**src/rtl/bist_lfsr_controller.sv**
```systemverilog
// Logic BIST engine for a scan-inserted core. An LFSR drives the scan-chain
// inputs and a MISR compacts the scan outputs. A state machine sequences
// shift and capture for NPATTERNS patterns, then the final signature is
// compared with a golden value. With bist_en low the block is a
// transparent bypass from the ATE scan pins to the core.
// Ports: CK, reset_n (sync, active low), bist_en, start, seed, golden,
//   scan_en_ext, si_ext, so -> chain_si, scan_en, busy, done, pass,
//   signature, pattern_cnt.
// Optional macro BIST_XMASK_EN adds input xmask. It is captured on start
// and masks X-prone chains out of the MISR input.
module bist_lfsr_controller #(
    parameter int                  NCHAINS   = 7,
    parameter int                  LFSR_W    = 7,
    parameter logic [LFSR_W-1:0]   LFSR_TAPS = 7'h60,
    parameter logic [NCHAINS-1:0]  MISR_TAPS = 7'h60,
    parameter int                  CHAIN_LEN = 33,
    parameter int                  NPATTERNS = 1024,
    parameter int                  CNT_W     = 16
) (
    input  logic               CK,
    input  logic               reset_n,
    input  logic               bist_en,
    input  logic               start,
    input  logic [LFSR_W-1:0]  seed,
    input  logic [NCHAINS-1:0] golden,
    input  logic               scan_en_ext,
    input  logic [NCHAINS-1:0] si_ext,
    input  logic [NCHAINS-1:0] so,
`ifdef BIST_XMASK_EN
    input  logic [NCHAINS-1:0] xmask,
`endif
    output logic [NCHAINS-1:0] chain_si,
    output logic               scan_en,
    output logic               busy,
    output logic               done,
    output logic               pass,
    output logic [NCHAINS-1:0] signature,
    output logic [CNT_W-1:0]   pattern_cnt
);

    localparam int SC_W = (CHAIN_LEN > 1) ? $clog2(CHAIN_LEN) : 1;
    localparam logic [SC_W-1:0]  SC_LAST = SC_W'(CHAIN_LEN - 1);
    localparam logic [CNT_W-1:0] NPAT    = CNT_W'(NPATTERNS);
    localparam logic [CNT_W-1:0] CNT_MAX = '1;

    typedef enum logic [2:0] {
        S_IDLE,
        S_SHIFT,
        S_CAPTURE,
        S_UNLOAD,
        S_DONE
    } state_t;

    state_t              state_q, state_d;
    logic [LFSR_W-1:0]   lfsr_q, lfsr_d;
    logic [NCHAINS-1:0]  misr_q, misr_d;
    logic [SC_W-1:0]     shift_cnt_q, shift_cnt_d;
    logic [CNT_W-1:0]    pattern_cnt_q, pattern_cnt_d;

    logic                accept;
    logic                last_shift;
    logic [CNT_W-1:0]    cnt_inc;
    logic [LFSR_W-1:0]   lfsr_step;
    logic [NCHAINS-1:0]  misr_in;
    logic [NCHAINS-1:0]  misr_step;
    logic                fsm_scan_en;

`ifdef BIST_XMASK_EN
    logic [NCHAINS-1:0]  xmask_q, xmask_d;
    assign misr_in = so & ~xmask_q;
`else
    assign misr_in = so;
`endif

    assign accept     = bist_en && start &&
                        (state_q == S_IDLE || state_q == S_DONE);
    assign last_shift = (shift_cnt_q == SC_LAST);
    assign cnt_inc    = (pattern_cnt_q == CNT_MAX) ? pattern_cnt_q
                                                   : pattern_cnt_q + 1'b1;
    assign lfsr_step  = {lfsr_q[LFSR_W-2:0], ^(lfsr_q & LFSR_TAPS)};
    assign misr_step  = {misr_q[NCHAINS-2:0], ^(misr_q & MISR_TAPS)}
                        ^ misr_in;

    // State register
    always_ff @(posedge CK) begin
        if (!reset_n) begin
            state_q <= S_IDLE;
        end else begin
            state_q <= state_d;
        end
    end

    // Datapath registers
    always_ff @(posedge CK) begin
        if (!reset_n) begin
            lfsr_q        <= LFSR_W'(1);
            misr_q        <= '0;
            shift_cnt_q   <= '0;
            pattern_cnt_q <= '0;
`ifdef BIST_XMASK_EN
            xmask_q       <= '0;
`endif
        end else begin
            lfsr_q        <= lfsr_d;
            misr_q        <= misr_d;
            shift_cnt_q   <= shift_cnt_d;
            pattern_cnt_q <= pattern_cnt_d;
`ifdef BIST_XMASK_EN
            xmask_q       <= xmask_d;
`endif
        end
    end

    // Next state
    always_comb begin
        state_d = state_q;
        if (!bist_en) begin
            state_d = S_IDLE;
        end else begin
            case (state_q)
                S_IDLE, S_DONE: if (start) state_d = S_SHIFT;
                S_SHIFT:        if (last_shift) state_d = S_CAPTURE;
                S_CAPTURE:      state_d = (cnt_inc == NPAT) ? S_UNLOAD
                                                            : S_SHIFT;
                S_UNLOAD:       if (last_shift) state_d = S_DONE;
                default:        state_d = S_IDLE;
            endcase
        end
    end

    // Datapath next values; everything holds unless the FSM advances it
    always_comb begin
        lfsr_d        = lfsr_q;
        misr_d        = misr_q;
        shift_cnt_d   = shift_cnt_q;
        pattern_cnt_d = pattern_cnt_q;
`ifdef BIST_XMASK_EN
        xmask_d       = xmask_q;
`endif
        if (accept) begin
            // An all-zero seed would lock the LFSR up
            lfsr_d        = (seed == '0) ? LFSR_W'(1) : seed;
            misr_d        = '0;
            shift_cnt_d   = '0;
            pattern_cnt_d = '0;
`ifdef BIST_XMASK_EN
            xmask_d       = xmask;
`endif
        end else if (bist_en) begin
            case (state_q)
                S_SHIFT: begin
                    lfsr_d = lfsr_step;
                    // First unload holds uninitialised core state
                    if (pattern_cnt_q != '0) misr_d = misr_step;
                    shift_cnt_d = last_shift ? '0 : shift_cnt_q + 1'b1;
                end
                S_CAPTURE: begin
                    pattern_cnt_d = cnt_inc;
                end
                S_UNLOAD: begin
                    lfsr_d      = lfsr_step;
                    misr_d      = misr_step;
                    shift_cnt_d = last_shift ? '0 : shift_cnt_q + 1'b1;
                end
                default: ;
            endcase
        end
    end

    // Outputs
    always_comb begin
        busy        = (state_q == S_SHIFT) || (state_q == S_CAPTURE) ||
                      (state_q == S_UNLOAD);
        fsm_scan_en = (state_q == S_SHIFT) || (state_q == S_UNLOAD);
        done        = (state_q == S_DONE);
        pass        = (state_q == S_DONE) && (misr_q == golden);
        chain_si    = bist_en ? lfsr_q[NCHAINS-1:0] : si_ext;
        scan_en     = bist_en ? fsm_scan_en : scan_en_ext;
        signature   = misr_q;
        pattern_cnt = pattern_cnt_q;
    end

endmodule

```
**config.mk**
```make
export PLATFORM = sky130hd
export DESIGN_NAME = bist_lfsr_controller
export DESIGN_NICKNAME = d
export VERILOG_FILES = /design/src/rtl/bist_lfsr_controller.sv
export SDC_FILE = /design/constraint.sdc
export NUM_CORES = 1
export LEC_CHECK = 0
export CAP_MARGIN = 20
export CORE_ASPECT_RATIO = 1.4
export CORE_UTILIZATION = 50
export CTS_BUF_LIST = sky130_fd_sc_hd__clkbuf_4
export DETAILED_ROUTE_END_ITERATION = 8
export HOLD_SLACK_MARGIN = 0.05
export PLACE_DENSITY = 0.85
export SYNTH_ARGS = -nofsm -noshare
export SYNTH_HDL_FRONTEND = slang
export SYNTH_SLANG_ARGS = --single-unit
```
**constraint.sdc**
```tcl
create_clock -name CK -period 2.6 [get_ports CK]
set_clock_uncertainty 0.1 [all_clocks]
set_input_delay 0.39 -clock CK [delete_from_list [all_inputs] [get_ports CK]]
set_output_delay 0.39 -clock CK [all_outputs]
set_load 0.03 [all_outputs]
```
==> results.yml <==
# implementation run metrics
timing:
  fmax_ghz: 0.417
  finalClockPeriodUsage_pct: 92.2
  whs_ns: 0.406
  relSlewSlack_pct: 53.6
  finalWorstSetupSlack_ns: 0.203
  rsz0062_at_grt: "false"
  slew_viol_final: 0
  fin_setup_tns_ns: 0
  hold_viol: 0
  worst_slew_pin_slew_ns: 0.690
  finalSetupViolCount: 0
critical_path:
  r2r_start: "pattern_cnt[1]$_SDFFE_PP0P_"
  worstSetupPathType: "flop to primary output"
  cp_max_fo: 9
  endpoint: "done"
  timing.rr.end: "state_q[1]$_SDFFE_PN0P_"
  r2r_cells: 6
  required_ns: 2.11
cells_and_area:
  n_clock_buffer: 5
  dominant_cells: "multi-input combinational cells"
  final_area_sq_um: 3180
  drive_gt1_share_pct: 8.52
  signal_buffers: 76
  fin_cells: 426
  logic_area_sq_um: 1470
  inv_count: 11
  layout_top_cell: "clkdlybuf4s50_1"
  most-common-layout-cells: "clkdlybuf4s50_1, nor2_1, dfxtp_1"
  antenna_cells: 0
  signal_buffer_area_fraction_pct: 23.6
  largest_reg_flops: 16
  flop_area_sq_um: 781
  nets: 400
  logic_gate_count: 230
  fin_util_pct: 70.0
  sh_comb_area_pct: 46.4
  syn2layout_area_growth_pct: 34.2
  nFillCells: 368
  clk_share_pct: 1.65
pwr:
  p_int_uw: 803
  clockPowerShare_pct: 27.9
  power_leakage_nw: 1.17
  top_power_group: "sequential cells"
  powerDensity_nw_per_um2: 345
  powerComb_uw: 175
  seqPwrFrac_pct: 56.2
  p_switching_uw: 292
  switching_share_pct: 26.6
  seq_power_uw: 615
  total_power_mw: 1.10
  vdd_drop_max_mv: 0.306
  p_comb_share_pct: 15.9
route:
  drc: 0
  highest_layer: "met4"
  wl_met2_microns: 3060
  drtAntennaViolNets: 0
  dr.pass1.iters: 4
  routedWlPerCell_microns: 14.0
  wl_microns: 5980
  via_per_inst: 5.65
  met3WireLength_microns: 365
global_routing:
  grt_pass1_vias: 2229
  grt_max_degree: 16
  grt_usage_pct: 24.9
  grt_antenna_before_repair: 0
  overflow: 0
logic_synthesis:
  ys_cells: 296
  yosys_warnings: 0
  area_leaders: "dfxtp_1, xnor2_1, nor2_1"
  edf_count: 0
  top_area_cell: "dfxtp_1"
  top_cell_area_share_pct: 33.0
  synthDistinctLibCells: 44
  synth_area_sq_um: 2370
  ys_area_sq_um: 2370
  synthCells: 296
  yosys-top-cells-count: "nor2_1, dfxtp_1, nand2_1"
  ys.flop_type: "dfxtp_1"
  avgSynthCellArea_sq_um: 8.00
  fp_nets: 333
status:
  status: "finished clean"
place:
  hpwl_microns: 4580
  place_area_sq_um: 3120
  gp_routability_congestion: 0.970
  placed_cells: 418
  portBuffers: 66
worst_hold_path:
  hold_path_class: "flop to flop"
  whs_endpoint: "lfsr_q[2]$_SDFFE_PN0P_"
  hp-start: "lfsr_q[1]$_SDFFE_PN0P_"
cts:
  cts_resized: 0
  cts_tree: "done"
  h-tree-depth: 2
  cts_made_buffers: 5
  hold_buffers: 0
  clockRootBuffer: "clkbuf_4"
  clk_pin_slew_ns: 0.12
die:
  fp_util_pct: 52.2
  taps: 62
  io_pins: 67
  rows: 29
  fp.dieH_microns: 83.4
  die-area_sq_um: 5020
flow_run:
  cap_violations: 0
per-layer routing:
layer | vias up | GRT usage (%)
li1 | 1186 | -
met1 | 1096 | 27.8
met2 | 96 | 41.8
met3 | 27 | 4.83
met4 | 0 | 14.6
met5 | - | 0
logic make-up (layout without fill, tap and decap cells):
logic type | Yosys count | in the layout | synth area share [%]
simple gates | 142 | 142 | 30.2
xor+xnor | 34 | 34 | 12.6
mux | 16 | 16 | 7.14
flops | 39 | 39 | 33.0
buf+inv | 27 | 95 | 4.97
fa+ha+maj | 4 | 4 | 2.11
compound gates | 34 | 34 | 10.0
worst max-delay path, stage by stage, from the launching register on:
cell             delay [ns]
dfxtp_1                0.43
nor3_2                 0.31
buf_4                  0.17
clkdlybuf4s50_1        0.65
### Metal 1

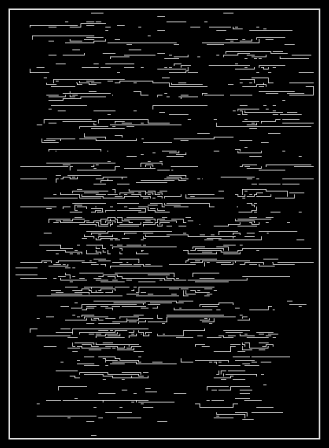
wire length on this layer	2310 microns
longest straight run	18.4 microns
nets with wire on the layer	353

### The metal 2 layer

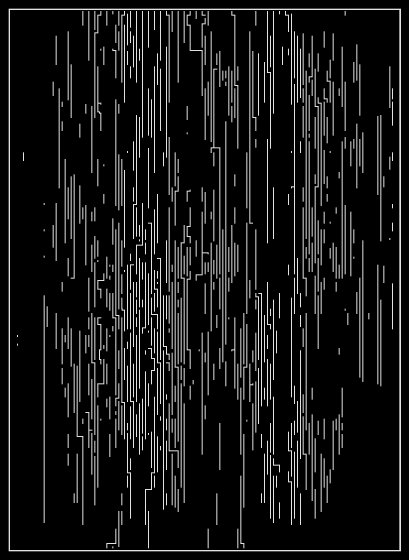
longest straight run	35.0 microns
main direction	vertical

### Metal 3

Bar = 20 microns. Cells faint in the background.
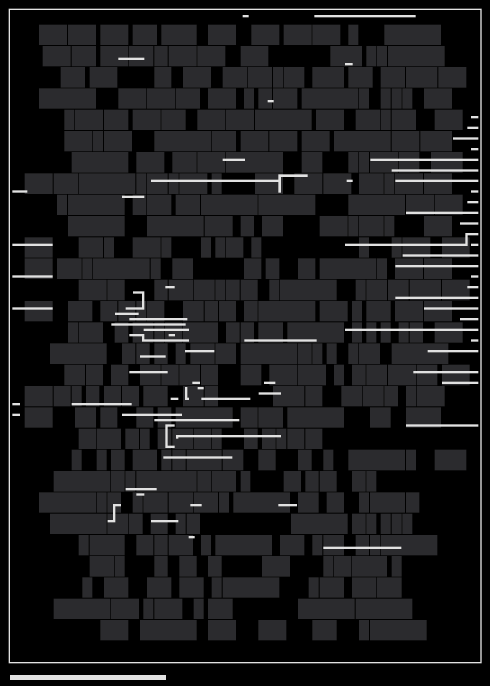
longest straight run	16.7 microns
main direction	horizontal

Power figures rest on the tool's default switching activity, not on a simulated workload.
